`src/rtl/rr_port_arbiter.sv`:
```
// rtl/rr_port_arbiter.sv - round-robin arbiter with registered one-hot grant and hold limit
module rr_port_arbiter #(
    parameter int INPUTS   = 4,
    parameter int MAX_HOLD = 16,
    localparam int ID_W    = $clog2(INPUTS),
    localparam int CNT_W   = (MAX_HOLD == 0) ? 1 : $clog2(MAX_HOLD + 1)
) (
    input  logic              i_clk,
    input  logic              i_rst,
    input  logic [INPUTS-1:0] i_req,
    input  logic              i_done,
    output logic [INPUTS-1:0] o_gnt,
    output logic              o_gnt_valid,
    output logic [ID_W-1:0]   o_gnt_id,
    output logic              o_preempt
);

    typedef enum logic {S_IDLE, S_GRANT} state_t;

    localparam logic [CNT_W-1:0] HOLD_MAX = CNT_W'(MAX_HOLD);

    state_t              state_q, state_d;
    logic [INPUTS-1:0]   gnt_q, gnt_d;
    logic [ID_W-1:0]     id_q, id_d;
    logic                pre_q, pre_d;
    logic [ID_W-1:0]     ptr_q, ptr_d;
    logic [CNT_W-1:0]    hold_q, hold_d;

    logic                owner_req;
    logic                others;
    logic                forced;
    logic                rel;
    logic [ID_W-1:0]     nxt_ptr;
    logic [ID_W-1:0]     arb_ptr;
    logic [ID_W:0]       pick;

    // Returns {found, index}; scanning offsets downward lets the smallest offset from ptr win.
    function automatic logic [ID_W:0] rr_pick(input logic [INPUTS-1:0] req,
                                              input logic [ID_W-1:0]   ptr);
        logic [ID_W:0]   res;
        logic [ID_W-1:0] sel;
        res = '0;
        for (int i = INPUTS - 1; i >= 0; i--) begin
            sel = ID_W'((int'(ptr) + i) % INPUTS);
            if (req[sel]) res = {1'b1, sel};
        end
        return res;
    endfunction

    always_ff @(posedge i_clk or posedge i_rst) begin
        if (i_rst) begin
            state_q <= S_IDLE;
            gnt_q   <= '0;
            id_q    <= '0;
            pre_q   <= 1'b0;
            ptr_q   <= '0;
            hold_q  <= '0;
        end else begin
            state_q <= state_d;
            gnt_q   <= gnt_d;
            id_q    <= id_d;
            pre_q   <= pre_d;
            ptr_q   <= ptr_d;
            hold_q  <= hold_d;
        end
    end

    always_comb begin
        state_d   = state_q;
        gnt_d     = gnt_q;
        id_d      = id_q;
        pre_d     = 1'b0;
        ptr_d     = ptr_q;
        hold_d    = hold_q;
        owner_req = i_req[id_q];
        others    = |(i_req & ~gnt_q);
        forced    = (MAX_HOLD != 0) && (hold_q == HOLD_MAX) && others;
        rel       = i_done | ~owner_req | forced;
        nxt_ptr   = (id_q == ID_W'(INPUTS - 1)) ? '0 : id_q + 1'b1;
        // A releasing owner re-arbitrates on the same edge from the rotated pointer.
        arb_ptr   = (state_q == S_GRANT) ? nxt_ptr : ptr_q;
        pick      = rr_pick(i_req, arb_ptr);

        case (state_q)
            S_IDLE: begin
                if (pick[ID_W]) begin
                    state_d = S_GRANT;
                    gnt_d   = {{(INPUTS-1){1'b0}}, 1'b1} << pick[ID_W-1:0];
                    id_d    = pick[ID_W-1:0];
                    hold_d  = CNT_W'(1);
                end
            end
            S_GRANT: begin
                if (rel) begin
                    ptr_d = nxt_ptr;
                    if (pick[ID_W]) begin
                        gnt_d  = {{(INPUTS-1){1'b0}}, 1'b1} << pick[ID_W-1:0];
                        id_d   = pick[ID_W-1:0];
                        hold_d = CNT_W'(1);
                        pre_d  = forced & ~i_done & owner_req;
                    end else begin
                        state_d = S_IDLE;
                        gnt_d   = '0;
                    end
                end else if (hold_q != HOLD_MAX) begin
                    hold_d = hold_q + 1'b1;
                end
            end
            default: begin
                state_d = S_IDLE;
                gnt_d   = '0;
            end
        endcase
    end

    assign o_gnt       = gnt_q;
    assign o_gnt_valid = (state_q == S_GRANT);
    assign o_gnt_id    = id_q;
    assign o_preempt   = pre_q;

endmodule

```
`config.mk`:
```
export PLATFORM = sky130hd
export DESIGN_NAME = rr_port_arbiter
export DESIGN_NICKNAME = d
export VERILOG_FILES = /design/src/rtl/rr_port_arbiter.sv
export SDC_FILE = /design/constraint.sdc
export NUM_CORES = 1
export LEC_CHECK = 0
export CAP_MARGIN = 10
export CORE_MARGIN = 2
export CORE_UTILIZATION = 55
export CTS_CLUSTER_SIZE = 40
export DETAILED_ROUTE_END_ITERATION = 8
export HOLD_SLACK_MARGIN = 0.05
export PLACE_DENSITY = 0.81
export SYNTH_ARGS = -nofsm -noshare
export SYNTH_HDL_FRONTEND = slang
export SYNTH_SLANG_ARGS = --single-unit
```
`constraint.sdc`:
```
create_clock -name i_clk -period 4.56 [get_ports i_clk]
set_clock_uncertainty 0.05 [all_clocks]
set_input_delay 0.684 -clock i_clk [delete_from_list [all_inputs] [get_ports i_clk]]
set_output_delay 0.684 -clock i_clk [all_outputs]
set_load 0.005 [all_outputs]
```
power_grid.png
Scale bar: 10 um. Pins as bars on the die edge. Tap cells in grey.
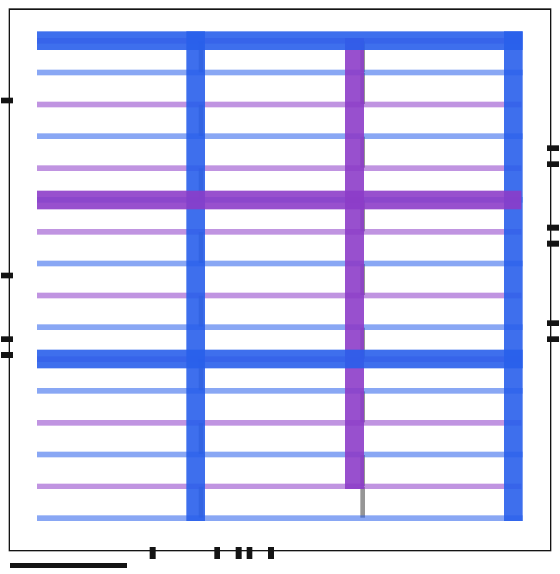
| colour | net |
|---|---|
| blue | VSS |
| purple | VDD |
met4 straps: 3
signal pins: 15
met5 straps: 3
rows: 15
tap cells: 17

placement_by_type.png
Scale bar: 10 um.
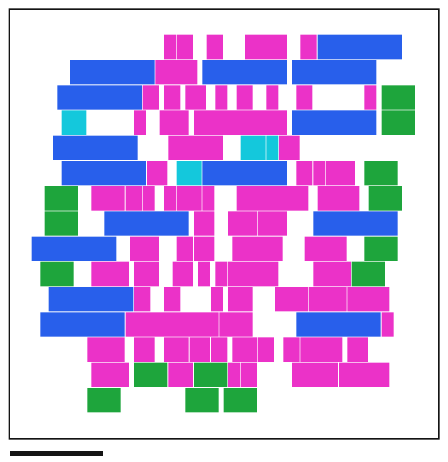
| colour | class | cells |
|---|---|---|
| magenta | combinational and other logic | 72 |
| cyan | clock drivers and dummy loads | 4 |
| green | remaining buffers and delay cells | 14 |
| blue | sequential cells | 15 |

clk_routes.png
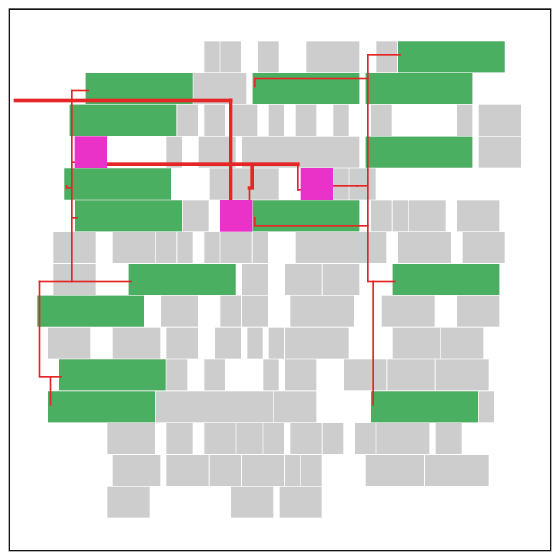
[red] clock wires | length: 154 um
[magenta] clock drivers | count: 3
[green] flip-flops | count: 15
routed clock nets: 4
insertion delay at the late pin of the worst-skew pair: 0.28 ns
P_clk: 0.0000717 W
clock network fraction of total power: 0.114

==> results.txt <==
The run has ended; figures from its reports follow.

The power report puts the leakage power at 0.506 nW. The worst hold path begins at ptr_q[0]. Of the total synthesized cell area, the portion taken by AND-OR and OR-AND cells is 0.229. The worst reg2reg path endpoint is o_gnt[2]. The run finished with clean final reports. The final-report max-slew violation count came out at 0. The measured slew at the worst slew-check pin is 0.558 ns. RePlAce ended its routability-driven mode at a weighted congestion of 0.772. The clock tree buffer count of the final layout came out at 4. The final hold violation count came out at 0.

The port buffer count is 14. The post-detailed-route wirelength per cell came out at 15.7 um. The highest clock frequency the design can meet is 0.445 GHz.

The final sequential cell count is 15. The async set-or-reset flop fraction in the synthesized netlist is 1.00. The global routing met1 resource utilization is 0.266. The internal power summed over all cells is 0.000387 W. The most frequent logic cell in the layout is sky130_fd_sc_hd__dfrtp_1.

In the layout the tool counted multi-input logic cells amounting to 69. The die footprint is 2130 um^2. The share of cell area taken by flip-flops and latches came out at 0.325. The critical path maximum fanout is 9. In the synthesis report, Yosys lists the chip area as 977 um^2. The met3 usage in global routing is 0.0667. The share of total power consumed by net switching is 0.383. The sequential-cell power consumption is 0.000216 W. The final-layout non-clock buffer area share is 0.121.
[metrics by stage]
stage,setup slack (ns),hold WS [ns],area (um^2)
after floorplan,2.74,0.421,977
after global placement,2.07,0.447,1130
after detailed placement,2.05,0.461,1130
after CTS,2.34,0.480,1150
after global routing,2.27,0.493,1150
final,2.31,0.479,1150
[sequential cells by signal, summed over array words and instances (netlist names)]
register / cells
o_gnt: 4
ptr_q: 2
o_gnt_id: 2
o_gnt_valid: 1
hold_q: 5
o_preempt: 1
[per-layer routing]
metal / routed length (um) / share of wire
met5: 0 / 0
met4: 25 / 0.013
met3: 77 / 0.040
met2: 943 / 0.49
met1: 869 / 0.45
Power and IR drop assume default switching activity.
